File: config.mk
export PLATFORM = sky130hd
export DESIGN_NAME = axi_ord_guard_flat
export DESIGN_NICKNAME = d
export VERILOG_FILES = /design/src/rtl/axi_ic_pkg.sv /design/src/rtl/axi_ord_guard_if.sv /design/src/rtl/axi_id_match.sv /design/src/rtl/axi_ord_guard.sv /design/src/flat_wrapper.sv
export SDC_FILE = /design/constraint.sdc
export NUM_CORES = 1
export LEC_CHECK = 0
export ABC_AREA = 0
export CAP_MARGIN = 10
export CORE_ASPECT_RATIO = 1.1
export CORE_MARGIN = 1
export CORE_UTILIZATION = 29
export CTS_BUF_LIST = sky130_fd_sc_hd__clkbuf_16
export DETAILED_ROUTE_END_ITERATION = 8
export PLACE_DENSITY = 0.74
export SYNTH_ARGS = -nofsm -noshare
export SYNTH_HDL_FRONTEND = slang
export SYNTH_SLANG_ARGS = --single-unit
File: constraint.sdc
create_clock -name i_clk -period 1.6 [get_ports i_clk]
set_input_delay 0.24 -clock i_clk [delete_from_list [all_inputs] [get_ports i_clk]]
set_output_delay 0.24 -clock i_clk [all_outputs]
set_load 0.05 [all_outputs]
File: src/rtl/axi_ic_pkg.sv
// ----------------------------------------------------------------------------
// axi_ic_pkg : shared interconnect types (default widths, FIFO entry, slice FSM)
// Rev 1.0
// ----------------------------------------------------------------------------
`default_nettype none

package axi_ic_pkg;

  localparam int IDW_DEF = 4;
  localparam int SW_DEF  = 2;

  typedef struct packed {
    logic [IDW_DEF-1:0] id;
    logic [SW_DEF-1:0]  slv;
  } ord_ent_t;

  typedef enum logic [0:0] {
    EMPTY = 1'b0,
    FULL  = 1'b1
  } slice_st_e;

endpackage

`default_nettype wire

File: src/rtl/axi_ord_guard_if.sv
// ----------------------------------------------------------------------------
// axi_ord_guard_if : request, forward, and FIFO-side signals of the ordering guard
// Rev 1.0
// ----------------------------------------------------------------------------
`default_nettype none

interface axi_ord_guard_if
  import axi_ic_pkg::*;
#(
  parameter int IDW = IDW_DEF,
  parameter int SW  = SW_DEF,
  parameter int DP  = 4
) ();

  logic                          i_req_valid;
  logic                          o_req_ready;
  logic [IDW-1:0]                i_req_id;
  logic [SW-1:0]                 i_req_slv;
  logic                          o_req_valid;
  logic                          i_req_ready;
  logic [IDW-1:0]                o_req_id;
  logic [SW-1:0]                 o_req_slv;
  logic                          i_rsp_done;
  logic                          o_push;
  logic [IDW+SW-1:0]             o_push_data;
  logic                          o_pop;
  logic [DP-1:0][IDW+SW-1:0]     i_fifo_data;
  logic [DP-1:0]                 i_fifo_valid;
  logic                          i_fifo_full;
  logic [DP-1:0]                 o_match_hit;

  // Guard side.
  modport slave (
    input  i_req_valid, i_req_id, i_req_slv, i_req_ready, i_rsp_done,
           i_fifo_data, i_fifo_valid, i_fifo_full,
    output o_req_ready, o_req_valid, o_req_id, o_req_slv,
           o_push, o_push_data, o_pop, o_match_hit
  );

  // Environment side (upstream master, downstream slave, FIFO).
  modport master (
    output i_req_valid, i_req_id, i_req_slv, i_req_ready, i_rsp_done,
           i_fifo_data, i_fifo_valid, i_fifo_full,
    input  o_req_ready, o_req_valid, o_req_id, o_req_slv,
           o_push, o_push_data, o_pop, o_match_hit
  );

endinterface

`default_nettype wire

File: src/rtl/axi_id_match.sv
// ----------------------------------------------------------------------------
// axi_id_match : flags FIFO entries holding the request ID bound for another slave
// Rev 1.0
// ----------------------------------------------------------------------------
`default_nettype none

module axi_id_match #(
  parameter int IDW = 4,
  parameter int SW  = 2,
  parameter int DP  = 4
) (
  input  logic [IDW-1:0]             i_req_id,
  input  logic [SW-1:0]              i_req_slv,
  input  logic [DP-1:0][IDW+SW-1:0]  i_fifo_data,
  input  logic [DP-1:0]              i_fifo_valid,
  output logic                       o_conflict,
  output logic [DP-1:0]              o_hit
);

  for (genvar k = 0; k < DP; k++) begin : g_ent
    assign o_hit[k] = i_fifo_valid[k]
                    & (i_fifo_data[k][IDW+SW-1:SW] == i_req_id)
                    & (i_fifo_data[k][SW-1:0] != i_req_slv);
  end

  assign o_conflict = |o_hit;

endmodule

`default_nettype wire

File: src/rtl/axi_ord_guard.sv
// ----------------------------------------------------------------------------
// axi_ord_guard : same-ID ordering guard with one-entry registered output slice.
// Optional stall counter output: define AXI_ORD_GUARD_STALL_CNT_EN.
// Rev 1.0
// ----------------------------------------------------------------------------
`default_nettype none

module axi_ord_guard
  import axi_ic_pkg::*;
#(
  parameter int IDW = IDW_DEF,
  parameter int SW  = SW_DEF,
  parameter int DP  = 4
) (
  input  logic               i_clk,
  input  logic               i_reset,
  axi_ord_guard_if.slave     bus
`ifdef AXI_ORD_GUARD_STALL_CNT_EN
  ,
  output logic [15:0]        o_stall_cnt
`endif
);

  logic           conflict;
  logic           ready;
  logic           accept;
  slice_st_e      state_q, state_d;
  logic [IDW-1:0] id_q, id_d;
  logic [SW-1:0]  slv_q, slv_d;

  axi_id_match #(
    .IDW (IDW),
    .SW  (SW),
    .DP  (DP)
  ) u_id_match (
    .i_req_id     (bus.i_req_id),
    .i_req_slv    (bus.i_req_slv),
    .i_fifo_data  (bus.i_fifo_data),
    .i_fifo_valid (bus.i_fifo_valid),
    .o_conflict   (conflict),
    .o_hit        (bus.o_match_hit)
  );

  always_comb begin
    // A pop in the same cycle never frees a full FIFO for this request.
    ready   = ~i_reset & ~bus.i_fifo_full & ~conflict
            & ((state_q == EMPTY) | bus.i_req_ready);
    accept  = bus.i_req_valid & ready;
    state_d = state_q;
    id_d    = id_q;
    slv_d   = slv_q;
    case (state_q)
      EMPTY:   if (accept) state_d = FULL;
      FULL:    if (bus.i_req_ready & ~accept) state_d = EMPTY;
      default: state_d = EMPTY;
    endcase
    if (accept) begin
      id_d  = bus.i_req_id;
      slv_d = bus.i_req_slv;
    end
  end

  always_ff @(posedge i_clk) begin
    if (i_reset) begin
      state_q <= EMPTY;
      id_q    <= '0;
      slv_q   <= '0;
    end else begin
      state_q <= state_d;
      id_q    <= id_d;
      slv_q   <= slv_d;
    end
  end

  assign bus.o_req_ready = ready;
  assign bus.o_push      = accept;
  assign bus.o_push_data = {bus.i_req_id, bus.i_req_slv};
  assign bus.o_pop       = bus.i_rsp_done & ~i_reset;
  assign bus.o_req_valid = (state_q == FULL);
  assign bus.o_req_id    = id_q;
  assign bus.o_req_slv   = slv_q;

`ifdef AXI_ORD_GUARD_STALL_CNT_EN
  logic [15:0] stall_cnt_q, stall_cnt_d;

  always_comb begin
    stall_cnt_d = stall_cnt_q;
    if (bus.i_req_valid & ~ready & (stall_cnt_q != 16'hFFFF))
      stall_cnt_d = stall_cnt_q + 16'd1;
  end

  always_ff @(posedge i_clk) begin
    if (i_reset) stall_cnt_q <= '0;
    else         stall_cnt_q <= stall_cnt_d;
  end

  assign o_stall_cnt = stall_cnt_q;
`endif

endmodule

`default_nettype wire

File: src/flat_wrapper.sv
// flat-port wrapper written by rule: the top's interface ports become plain ports
module axi_ord_guard_flat import axi_ic_pkg::*;
#(
  parameter int IDW = IDW_DEF,
  parameter int SW  = SW_DEF,
  parameter int DP  = 4
)
  (i_clk, i_reset, bus_i_req_valid, bus_i_req_id, bus_i_req_slv, bus_i_req_ready, bus_i_rsp_done, bus_i_fifo_data, bus_i_fifo_valid, bus_i_fifo_full, bus_o_req_ready, bus_o_req_valid, bus_o_req_id, bus_o_req_slv, bus_o_push, bus_o_push_data, bus_o_pop, bus_o_match_hit);
  axi_ord_guard_if #(.IDW(IDW), .SW(SW), .DP(DP)) bus_i ();
  input  logic i_clk;
  input  logic i_reset;
  input wire logic [$bits(bus_i.i_req_valid)-1:0] bus_i_req_valid;
  input wire logic [$bits(bus_i.i_req_id)-1:0] bus_i_req_id;
  input wire logic [$bits(bus_i.i_req_slv)-1:0] bus_i_req_slv;
  input wire logic [$bits(bus_i.i_req_ready)-1:0] bus_i_req_ready;
  input wire logic [$bits(bus_i.i_rsp_done)-1:0] bus_i_rsp_done;
  input wire logic [$bits(bus_i.i_fifo_data)-1:0] bus_i_fifo_data;
  input wire logic [$bits(bus_i.i_fifo_valid)-1:0] bus_i_fifo_valid;
  input wire logic [$bits(bus_i.i_fifo_full)-1:0] bus_i_fifo_full;
  output wire logic [$bits(bus_i.o_req_ready)-1:0] bus_o_req_ready;
  output wire logic [$bits(bus_i.o_req_valid)-1:0] bus_o_req_valid;
  output wire logic [$bits(bus_i.o_req_id)-1:0] bus_o_req_id;
  output wire logic [$bits(bus_i.o_req_slv)-1:0] bus_o_req_slv;
  output wire logic [$bits(bus_i.o_push)-1:0] bus_o_push;
  output wire logic [$bits(bus_i.o_push_data)-1:0] bus_o_push_data;
  output wire logic [$bits(bus_i.o_pop)-1:0] bus_o_pop;
  output wire logic [$bits(bus_i.o_match_hit)-1:0] bus_o_match_hit;
  assign bus_i.i_req_valid = bus_i_req_valid;
  assign bus_i.i_req_id = bus_i_req_id;
  assign bus_i.i_req_slv = bus_i_req_slv;
  assign bus_i.i_req_ready = bus_i_req_ready;
  assign bus_i.i_rsp_done = bus_i_rsp_done;
  assign bus_i.i_fifo_data = bus_i_fifo_data;
  assign bus_i.i_fifo_valid = bus_i_fifo_valid;
  assign bus_i.i_fifo_full = bus_i_fifo_full;
  assign bus_o_req_ready = bus_i.o_req_ready;
  assign bus_o_req_valid = bus_i.o_req_valid;
  assign bus_o_req_id = bus_i.o_req_id;
  assign bus_o_req_slv = bus_i.o_req_slv;
  assign bus_o_push = bus_i.o_push;
  assign bus_o_push_data = bus_i.o_push_data;
  assign bus_o_pop = bus_i.o_pop;
  assign bus_o_match_hit = bus_i.o_match_hit;
  axi_ord_guard #(.IDW(IDW), .SW(SW), .DP(DP)) u_core (.i_clk(i_clk), .i_reset(i_reset), .bus(bus_i));
endmodule
run_1/pdn.png
Pins as bars on the die edge. Tap cells in grey.
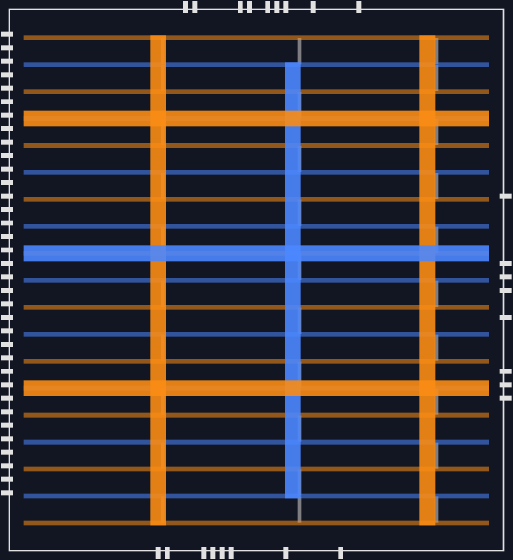
[blue] VDD
[orange] VSS
signal pins: 60
met4 straps: 3
rows: 18

run_1/final_placement.png
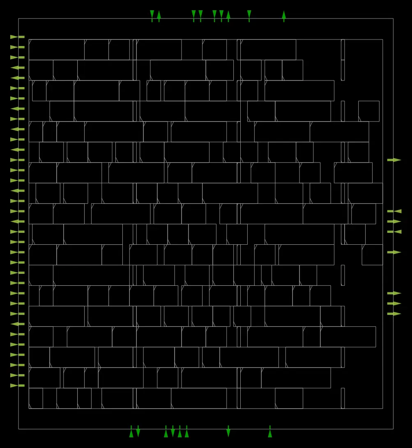
Finished Core Util: 78.8%
sequential cell area share: 7.81%

==> out/qor.txt, run 1 <==
Status: finished, violations left
Failing checks: setup timing
Setup_tns: -599 ps
Area growth, synth to finish: 149%
First-pass GRT wire length: 3950 µm
Max Freq: 556 MHz
Per-cell routed wire length: 14.1 µm
CTS Hold Buffers Added: 0
DR iter-0 viols: 5
Yosys warns: 0
Met3 WL post-DR: 242 µm
# setup viols final: 9
Worst r2r src: u_core.bus.o_req_valid
Synth top cells by count: xor2_1 (14), nand2b_1 (11), xnor2_1 (10), buf_4 (7), dfxtp_1 (7)
GR Util All Layers: 20.7%
Synth Seq Share: 19.3%
Dpl cells: 176
Class of the worst hold path: input pin to flop
Comb power frac: 43.6%
Final setup margin: -199 ps
run_1/cell_classes.png
The bar under the picture is 10 µm long. Fill, decap, tap and diode cells in grey.
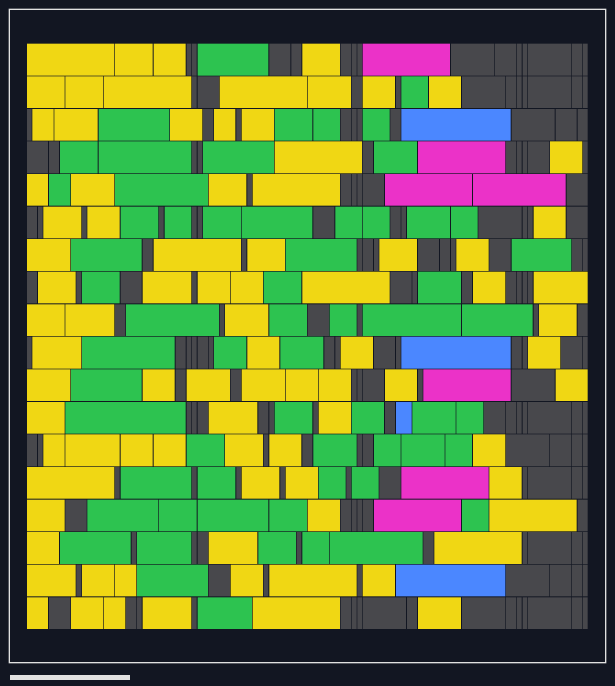
[green] all other logic | cells: 61
[yellow] other buffers and delay cells | cells: 85
[magenta] flip-flops | cells: 7
[blue] clock drivers and dummy loads | cells: 4
Cell Rows: 18
core area: 0.00230 mm²

[run 1: sequential cells by signal (all words and copies together), names as in the netlist]
| register | cells |
|---|---|
| u_core.bus.o_req_valid | 1 |
| u_core.bus.o_req_slv | 2 |
| u_core.bus.o_req_id | 4 |
[run 1: worst max-delay path, delay by kind of cell]
| family | cells | cell delay (ps) |
|---|---|---|
| compound gates | 1 | 250 |
| simple gates | 2 | 340 |
| xor+xnor | 1 | 160 |
| buf+inv | 4 | 560 |
[run 1: area by class of cell]
cell class / count / area [µm²]
clock buffer: 3 / 75.1
multi-input combinational: 61 / 704
tap: 30 / 37.5
timing repair buffer: 85 / 848
clock inverter: 1 / 3.75
sequential: 7 / 141
fill: 156 / 487
==> run 2, diff against run 1 <==
GPL_ROUTABILITY_DRIVEN = 1   (was default)
run_2/pdn.png
Pins as bars on the die edge. Tap cells in grey.
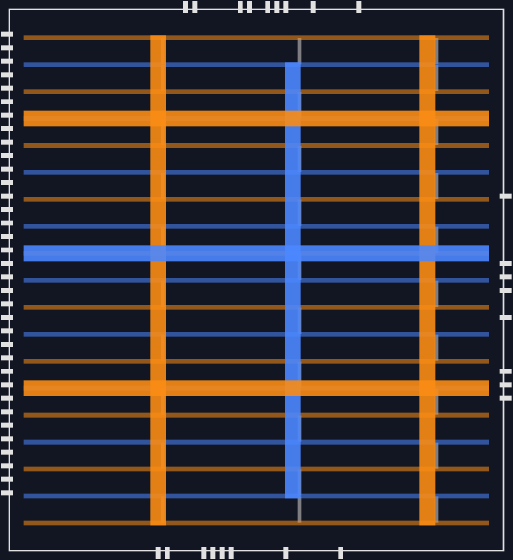
[orange] VSS
[blue] VDD
signal pins: 60
rows: 18
tap cells: 30
met4 straps: 3

run_2/final_placement.png
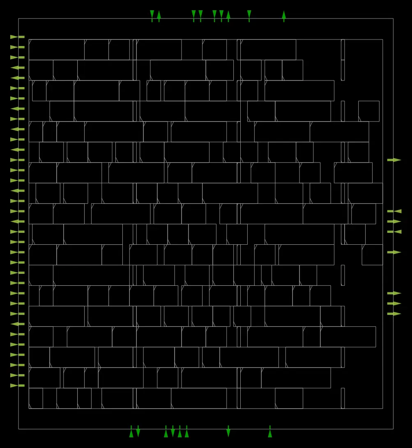
fillers: 156
Cell Count, Final, Fillers Out: 187
Flops: 7

run_2/met2.png
The bar under the picture is 10 µm long.
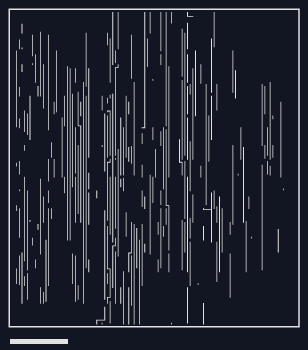
share of all routed wire: 54%
nets with wire on the layer: 180
wire length on this layer: 1430 µm
longest straight run: 38.1 µm
M2 GR Usage: 37.8%
final WL: 2630 µm
via count: 843

==> out/qor.txt, run 2 <==
Status: finished, violations left
Failing checks: setup timing
Setup_tns: -599 ps
Comb area: 704 µm²
DR iter-0 viols: 5
Antenna-violating nets left: 0
Final setup margin: -199 ps
Synth top cell by count: xor2_1
Dpl cells: 176
Worst Path Buf+Inv: 4
Synth Seq Share: 19.3%
Yosys warns: 0
Comb/total area: 38.9%
Area growth, synth to finish: 149%
CTS Hold Buffers Added: 0
Initial Utilization: 31.6%
Max Cap Violations: 0
Class of the worst hold path: input pin to flop
Post-synthesis async set-or-reset flop share: 0%
Core area: 0.00230 mm²
Sequential cell area share: 7.81%
Max reg flops: 4
First-pass GRT wire length: 3950 µm
Non-CTS buffers: 85
# setup viols final: 9
Met3 WL post-DR: 242 µm
Dominant class by area: buffers
Clock network area share: 4.35%
CP delay by family, top: buffers and inverters
Synth top cells by count: xor2_1 (14), nand2b_1 (11), xnor2_1 (10), buf_4 (7), dfxtp_1 (7)
Tapcells: 30
Finished Core Util: 78.8%
Dominant cell area share: 19.3%
Comb gates: 61
Signal inverters: 0
Crit path DAT: 1560 ps
Max Freq: 556 MHz
Sequential cell area: 141 µm²
Cell Rows: 18
Non-clk buf share: 46.9%
Clk sinks: 7
Ports: 60
Yosys Chip Area: 726 µm²
## run 2: cell counts after synthesis
No cell type changed its count.
## run 2: report_power, final
| group | internal [W] | switching, W |
|---|---|---|
| Sequential | 0.000183 | 0.00000359 |
| Clock | 0.000325 | 0.0000943 |
| Combinational | 0.000236 | 0.000231 |
## run 2: worst paths after layout
| kind | to | slack (ps) | cells after the start | startpoint |
|---|---|---|---|---|
| worst min register to register | u_core.bus.o_req_id[2] | 470 | 2 | u_core.bus.o_req_id[2] |
| worst max-delay path | bus_o_push | -200 | 8 | bus_i_fifo_data[7] |
| worst max register to register | u_core.bus.o_req_id[3] | 60 | 7 | u_core.bus.o_req_valid |
| worst min-delay path | u_core.bus.o_req_id[2] | 420 | 4 | bus_i_req_id[2] |
No activity file was given, so power comes from the tool's default toggle rates.
